**Placed cells, one colour a class**

The bar under the picture is 20 um long.
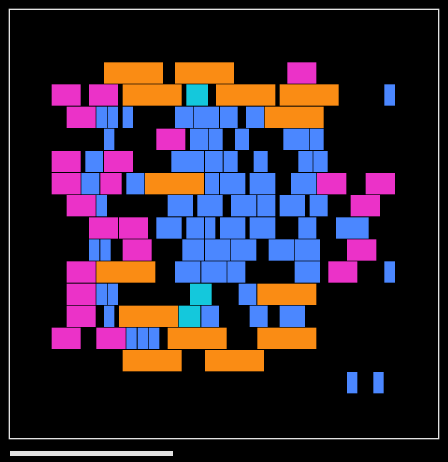
**Routing congestion**

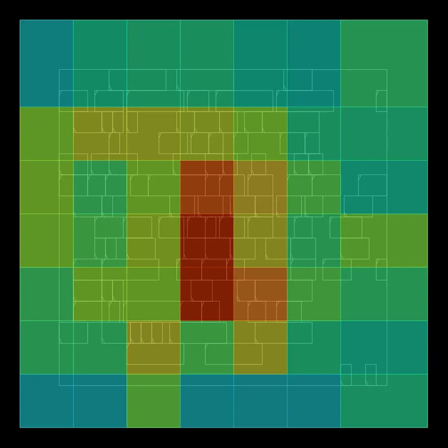
**The metal 2 layer**

The bar under the picture is 20 um long. Cells faint in the background.
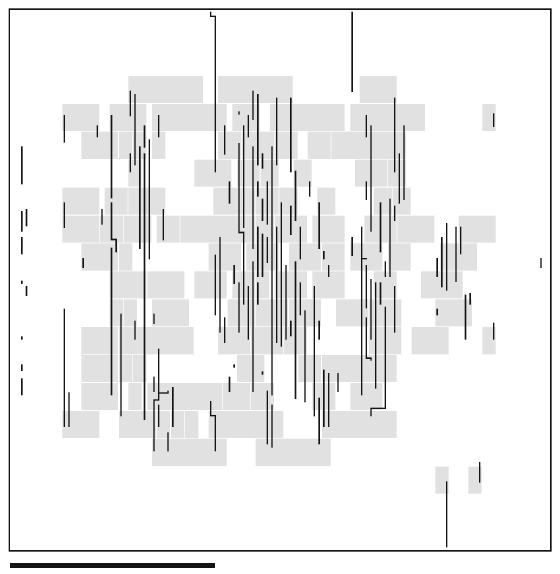
File: src/rtl/hazard_pkg.sv
// Shared types and constants for the pipeline hazard unit.
// Forward select codes, destination-tag record and the tag match rule.
package hazard_pkg;

    localparam int REG_ADDR_W = 5;

    typedef logic [REG_ADDR_W-1:0] reg_addr_t;
    typedef logic [1:0]            fwd_sel_t;

    localparam fwd_sel_t FWD_RF  = 2'b00;
    localparam fwd_sel_t FWD_MEM = 2'b01;
    localparam fwd_sel_t FWD_WB  = 2'b10;

    typedef struct packed {
        logic      valid;
        reg_addr_t rd;
        logic      reg_write;
        logic      mem_read;
    } tag_rec_t;

    localparam tag_rec_t TAG_BUBBLE = '0;

    // x0 is hardwired, so it never creates a dependency
    function automatic logic tag_match(tag_rec_t r, reg_addr_t rs);
        return r.valid && r.reg_write && (r.rd == rs) && (rs != '0);
    endfunction

    // Newest producer wins when both older stages hold the same rd
    function automatic fwd_sel_t fwd_pick(logic in_ex, logic in_mem);
        if (in_ex) begin
            return FWD_MEM;
        end else if (in_mem) begin
            return FWD_WB;
        end
        return FWD_RF;
    endfunction

endpackage

File: src/rtl/hazard_unit_if.sv
// Handshake bundle between the pipeline datapath and the hazard unit.
// master = datapath side, slave = hazard unit side.
interface hazard_unit_if;
    import hazard_pkg::*;

    logic      id_valid;
    reg_addr_t id_rs1;
    reg_addr_t id_rs2;
    reg_addr_t id_rd;
    logic      id_reg_write;
    logic      id_mem_read;
    logic      ex_branch_taken;

    fwd_sel_t  fwd_a_op;
    fwd_sel_t  fwd_b_op;
    logic      stall_if;
    logic      stall_id;
    logic      flush_id;
    logic      flush_ex;

    modport master (
        output id_valid,
        output id_rs1,
        output id_rs2,
        output id_rd,
        output id_reg_write,
        output id_mem_read,
        output ex_branch_taken,
        input  fwd_a_op,
        input  fwd_b_op,
        input  stall_if,
        input  stall_id,
        input  flush_id,
        input  flush_ex
    );

    modport slave (
        input  id_valid,
        input  id_rs1,
        input  id_rs2,
        input  id_rd,
        input  id_reg_write,
        input  id_mem_read,
        input  ex_branch_taken,
        output fwd_a_op,
        output fwd_b_op,
        output stall_if,
        output stall_id,
        output flush_id,
        output flush_ex
    );

endinterface

File: src/rtl/hazard_tag_pipe.sv
// Destination-tag shadow of the EX/MEM/WB pipeline registers.
// A flush inserts a bubble into EX; older records always advance.
module hazard_tag_pipe
    import hazard_pkg::*;
(
    input  logic     clk,
    input  logic     rst,
    input  logic     flush,
    input  tag_rec_t id_rec,
    output tag_rec_t ex_rec,
    output tag_rec_t mem_rec,
    output tag_rec_t wb_rec
);

    tag_rec_t ex_d, ex_q;
    tag_rec_t mem_d, mem_q;
    tag_rec_t wb_d, wb_q;

    // Shift records one stage down; bubble replaces the ID entry on flush
    always_comb begin
        ex_d  = flush ? TAG_BUBBLE : id_rec;
        mem_d = ex_q;
        wb_d  = mem_q;
    end

    // Record registers, cleared to bubbles on reset
    always_ff @(posedge clk) begin
        if (rst) begin
            ex_q  <= TAG_BUBBLE;
            mem_q <= TAG_BUBBLE;
            wb_q  <= TAG_BUBBLE;
        end else begin
            ex_q  <= ex_d;
            mem_q <= mem_d;
            wb_q  <= wb_d;
        end
    end

    assign ex_rec  = ex_q;
    assign mem_rec = mem_q;
    assign wb_rec  = wb_q;

endmodule

File: src/rtl/hazard_unit.sv
// Forwarding select, load-use stall and branch flush control.
// Define FORWARDING_EN for bypassing; otherwise ID stalls on EX/MEM producers.
module hazard_unit
    import hazard_pkg::*;
(
    input  logic         clk,
    input  logic         rst,
    hazard_unit_if.slave hz
);

    tag_rec_t id_rec;
    tag_rec_t ex_rec;
    tag_rec_t mem_rec;
    tag_rec_t wb_rec;

    logic rs1_ex, rs2_ex;
    logic rs1_mem, rs2_mem;
    logic raw_stall;
    logic flush_ex;
    logic unused_bits;

    // Tag of the instruction leaving ID
    always_comb begin
        id_rec           = TAG_BUBBLE;
        id_rec.valid     = hz.id_valid;
        id_rec.rd        = hz.id_rd;
        id_rec.reg_write = hz.id_reg_write;
        id_rec.mem_read  = hz.id_mem_read;
    end

    hazard_tag_pipe u_tag_pipe (
        .clk     (clk),
        .rst     (rst),
        .flush   (flush_ex),
        .id_rec  (id_rec),
        .ex_rec  (ex_rec),
        .mem_rec (mem_rec),
        .wb_rec  (wb_rec)
    );

    // WB producers are covered by the write-through regfile
    assign unused_bits = ^{mem_rec.mem_read, wb_rec};

    // Compare ID sources against in-flight producers
    always_comb begin
        rs1_ex  = tag_match(ex_rec, hz.id_rs1);
        rs2_ex  = tag_match(ex_rec, hz.id_rs2);
        rs1_mem = tag_match(mem_rec, hz.id_rs1);
        rs2_mem = tag_match(mem_rec, hz.id_rs2);
    end

`ifdef FORWARDING_EN
    // Only a load in EX is too late to bypass
    always_comb begin
        raw_stall = hz.id_valid && ex_rec.mem_read
                    && (rs1_ex || rs2_ex);
    end
`else
    // Without bypass any EX/MEM producer blocks ID
    always_comb begin
        raw_stall = hz.id_valid
                    && (rs1_ex || rs2_ex || rs1_mem || rs2_mem);
    end
`endif

    // A taken branch squashes the stalled instruction anyway
    always_comb begin
        flush_ex    = raw_stall || hz.ex_branch_taken;
        hz.flush_ex = flush_ex;
        hz.flush_id = hz.ex_branch_taken;
        hz.stall_if = raw_stall && !hz.ex_branch_taken;
        hz.stall_id = raw_stall && !hz.ex_branch_taken;
    end

`ifdef FORWARDING_EN
    fwd_sel_t fwd_a_d, fwd_a_q;
    fwd_sel_t fwd_b_d, fwd_b_q;

    // Select codes follow the instruction into EX; bubbles read the regfile
    always_comb begin
        fwd_a_d = FWD_RF;
        fwd_b_d = FWD_RF;
        if (hz.id_valid && !flush_ex) begin
            fwd_a_d = fwd_pick(rs1_ex, rs1_mem);
            fwd_b_d = fwd_pick(rs2_ex, rs2_mem);
        end
    end

    // Hold selects for the whole EX cycle
    always_ff @(posedge clk) begin
        if (rst) begin
            fwd_a_q <= FWD_RF;
            fwd_b_q <= FWD_RF;
        end else begin
            fwd_a_q <= fwd_a_d;
            fwd_b_q <= fwd_b_d;
        end
    end

    assign hz.fwd_a_op = fwd_a_q;
    assign hz.fwd_b_op = fwd_b_q;
`else
    assign hz.fwd_a_op = FWD_RF;
    assign hz.fwd_b_op = FWD_RF;
`endif

endmodule

File: src/flat_wrapper.sv
// flat-port wrapper written by rule: the top's interface ports become plain ports
module hazard_unit_flat import hazard_pkg::*;
  (clk, rst, hz_id_valid, hz_id_rs1, hz_id_rs2, hz_id_rd, hz_id_reg_write, hz_id_mem_read, hz_ex_branch_taken, hz_fwd_a_op, hz_fwd_b_op, hz_stall_if, hz_stall_id, hz_flush_id, hz_flush_ex);
  hazard_unit_if hz_i ();
  input  logic clk;
  input  logic rst;
  input wire logic [$bits(hz_i.id_valid)-1:0] hz_id_valid;
  input wire logic [$bits(hz_i.id_rs1)-1:0] hz_id_rs1;
  input wire logic [$bits(hz_i.id_rs2)-1:0] hz_id_rs2;
  input wire logic [$bits(hz_i.id_rd)-1:0] hz_id_rd;
  input wire logic [$bits(hz_i.id_reg_write)-1:0] hz_id_reg_write;
  input wire logic [$bits(hz_i.id_mem_read)-1:0] hz_id_mem_read;
  input wire logic [$bits(hz_i.ex_branch_taken)-1:0] hz_ex_branch_taken;
  output wire logic [$bits(hz_i.fwd_a_op)-1:0] hz_fwd_a_op;
  output wire logic [$bits(hz_i.fwd_b_op)-1:0] hz_fwd_b_op;
  output wire logic [$bits(hz_i.stall_if)-1:0] hz_stall_if;
  output wire logic [$bits(hz_i.stall_id)-1:0] hz_stall_id;
  output wire logic [$bits(hz_i.flush_id)-1:0] hz_flush_id;
  output wire logic [$bits(hz_i.flush_ex)-1:0] hz_flush_ex;
  assign hz_i.id_valid = hz_id_valid;
  assign hz_i.id_rs1 = hz_id_rs1;
  assign hz_i.id_rs2 = hz_id_rs2;
  assign hz_i.id_rd = hz_id_rd;
  assign hz_i.id_reg_write = hz_id_reg_write;
  assign hz_i.id_mem_read = hz_id_mem_read;
  assign hz_i.ex_branch_taken = hz_ex_branch_taken;
  assign hz_fwd_a_op = hz_i.fwd_a_op;
  assign hz_fwd_b_op = hz_i.fwd_b_op;
  assign hz_stall_if = hz_i.stall_if;
  assign hz_stall_id = hz_i.stall_id;
  assign hz_flush_id = hz_i.flush_id;
  assign hz_flush_ex = hz_i.flush_ex;
  hazard_unit u_core (.clk(clk), .rst(rst), .hz(hz_i));
endmodule
File: config.mk
export PLATFORM = sky130hd
export DESIGN_NAME = hazard_unit_flat
export DESIGN_NICKNAME = d
export VERILOG_FILES = /design/src/rtl/hazard_pkg.sv /design/src/rtl/hazard_unit_if.sv /design/src/rtl/hazard_tag_pipe.sv /design/src/rtl/hazard_unit.sv /design/src/flat_wrapper.sv
export SDC_FILE = /design/constraint.sdc
export NUM_CORES = 1
export LEC_CHECK = 0
export ABC_CLOCK_PERIOD_IN_PS = 6800
export CORE_MARGIN = 5
export CORE_UTILIZATION = 40
export CTS_CLUSTER_SIZE = 10
export DETAILED_ROUTE_END_ITERATION = 10
export PLACE_DENSITY = 0.75
export SYNTH_ARGS = -nofsm -noshare
export SYNTH_HDL_FRONTEND = slang
export SYNTH_SLANG_ARGS = --single-unit
File: constraint.sdc
create_clock -name clk -period 6.8 [get_ports clk]
set_clock_uncertainty 0.2 [all_clocks]
set_input_delay 1.36 -clock clk [delete_from_list [all_inputs] [get_ports clk]]
set_output_delay 1.36 -clock clk [all_outputs]
set_load 0.1 [all_outputs]
==> results.cfg <==
; yosys + openroad results
[run_status]
outcome = finished, final reports clean

[floorplan]
fp_util_pct = 42.1
boundaryPins = 29
dieArea_mm2 = 0.00277
num_rows = 15

[cts]
tritoncts = yes
clockRootBuffer = clkbuf_4
cts-htree-levels = 1
clockBufferDepth = 2
clkSlewWorstSetupHoldPaths_ns = 0.08

[synthesis]
yosysCellCount = 82
ys_chip_area_um2 = 727
yosysUniqueCellTypes = 17
synth_warnings = 0
synth-edff-count = 0
synth_top_cell_by_area = dfxtp_1
synthArstFlopShare_pct = 0
syn_area_um2 = 727
ff_type = dfxtp_1

[critical_path]
r2r_slack_ns = 5.18
crit_top_cell = clkdlybuf4s50_1

[cells_and_area]
drive_above_1_share_pct = 5.71
final_cells = 130
fin_nets = 128

[sta]
finalCritPeriodShare_pct = 85.9
setup_viol_count_final = 0
min_period_ns = 5.84
rsz0062_at_grt = no
worstMarginPinSlew_ns = 0.977

[global_route]
grt_usage_pct = 13.3
grt_pass1_vias = 635
grt_pass1_wl_mm = 2.62

[detailed_routing]
drt_iter0_drc = 9
vias_per_cell = 4.56
## Picture notes: 'placed cells, one colour a class'
legend:
  magenta:
    class: remaining buffers and delay cells
    cells: 23
    share_of_their_area: 24%
  cyan:
    class: clock-net drivers
    cells: 3
    share_of_their_area: 2.4%
  orange:
    class: registers
    cells: 14
    share_of_their_area: 30%
  blue:
    class: remaining logic cells
    cells: 65
    share_of_their_area: 44%

## Picture notes: 'routing congestion'
WL/cell: 11.6 um
met2 usage: 20.2%

## Picture notes: 'the metal 2 layer'
longest straight run: 25.8 um
share of all routed wire: 40%
nets with wire on the layer: 105
main direction: vertical
wire length on this layer: 609 um

[critical path, delay by kind of cell]
kind	cells	cell delay, ns
buffers and inverters	2	1.44
AND/OR/NAND/NOR	4	0.95
AND-OR/OR-AND	1	0.53
[registers in the layout (all words and copies together) (netlist names)]
| name | flops |
|---|---|
| u_core.u_tag_pipe.mem_rec | 7 |
| u_core.u_tag_pipe.ex_rec | 7 |
[area by class of cell]
cell class,count,area (um2)
Clock buffer,3,22.5
Fill cell,168,752
Multi-Input combinational cell,65,413
Sequential cell,14,280
Tap cell,25,31.3
Timing Repair Buffer,23,228
[layout by cell type (no fill, tap or decap), drive strengths merged]
| cell type | n |
|---|---|
| clkdlybuf4s50 | 22 |
| o41a | 1 |
| xnor2 | 20 |
| clkbuf | 3 |
| or4 | 2 |
| nand3 | 4 |
| or2 | 1 |
| nand2 | 6 |
| nand4 | 4 |
| buf | 1 |
| conb | 4 |
| nor2 | 9 |
| nor3 | 4 |
| dfxtp | 14 |
| nor2b | 8 |
| and3 | 1 |
| nor4 | 1 |
[per-stage QoR]
step	util (%)	worst slack, ns	total power, mW	cell area [um2]
5_1_grt	56.4	0.868	0.183	975
3_3_place_gp	55.1	0.968	0.132	952
6_report	56.4	0.956	0.176	975
2_1_floorplan	-	1.23	0.117	738
4_1_cts	56.4	0.954	0.176	975
3_5_place_dp	55.1	0.968	0.132	952
[cells by family (layout without fill, tap and decap cells)]
family,Yosys count,in the layout,share of synthesized area (%)
AND-OR/OR-AND,1,1,1.55
XOR/XNOR,20,20,24.1
buffers and inverters,6,26,6.20
flip-flops,14,14,38.6
other,1,4,0.516
AND/OR/NAND/NOR,40,40,29.1
[where the power goes]
| part | internal, mW | switching [mW] |
|---|---|---|
| Combinational | 0.0188 | 0.0241 |
| Clock | 0.0205 | 0.0248 |
| Sequential | 0.0847 | 0.00259 |
[final timing paths]
| check | start | end | cells after the start |
|---|---|---|---|
| setup / recovery | hz_id_rs1[2] | hz_stall_id | 7 |
| hold / removal | u_core.u_tag_pipe.ex_rec[7] | u_core.u_tag_pipe.mem_rec[7] | 1 |
| setup reg to reg | u_core.u_tag_pipe.mem_rec[3] | u_core.u_tag_pipe.ex_rec[1] | 5 |
| hold reg to reg | u_core.u_tag_pipe.ex_rec[7] | u_core.u_tag_pipe.mem_rec[7] | 1 |
[metal layers]
metal,up-vias,routed length [um],global-route usage (%),part of all wire [%]
met5,-,0,0,0
met4,0,48,8.94,3.2
met3,4,140,4.27,9.3
met2,27,608,20.2,40
met1,249,711,15.6,47
li1,313,-,-,-
Power and IR drop assume default switching activity.
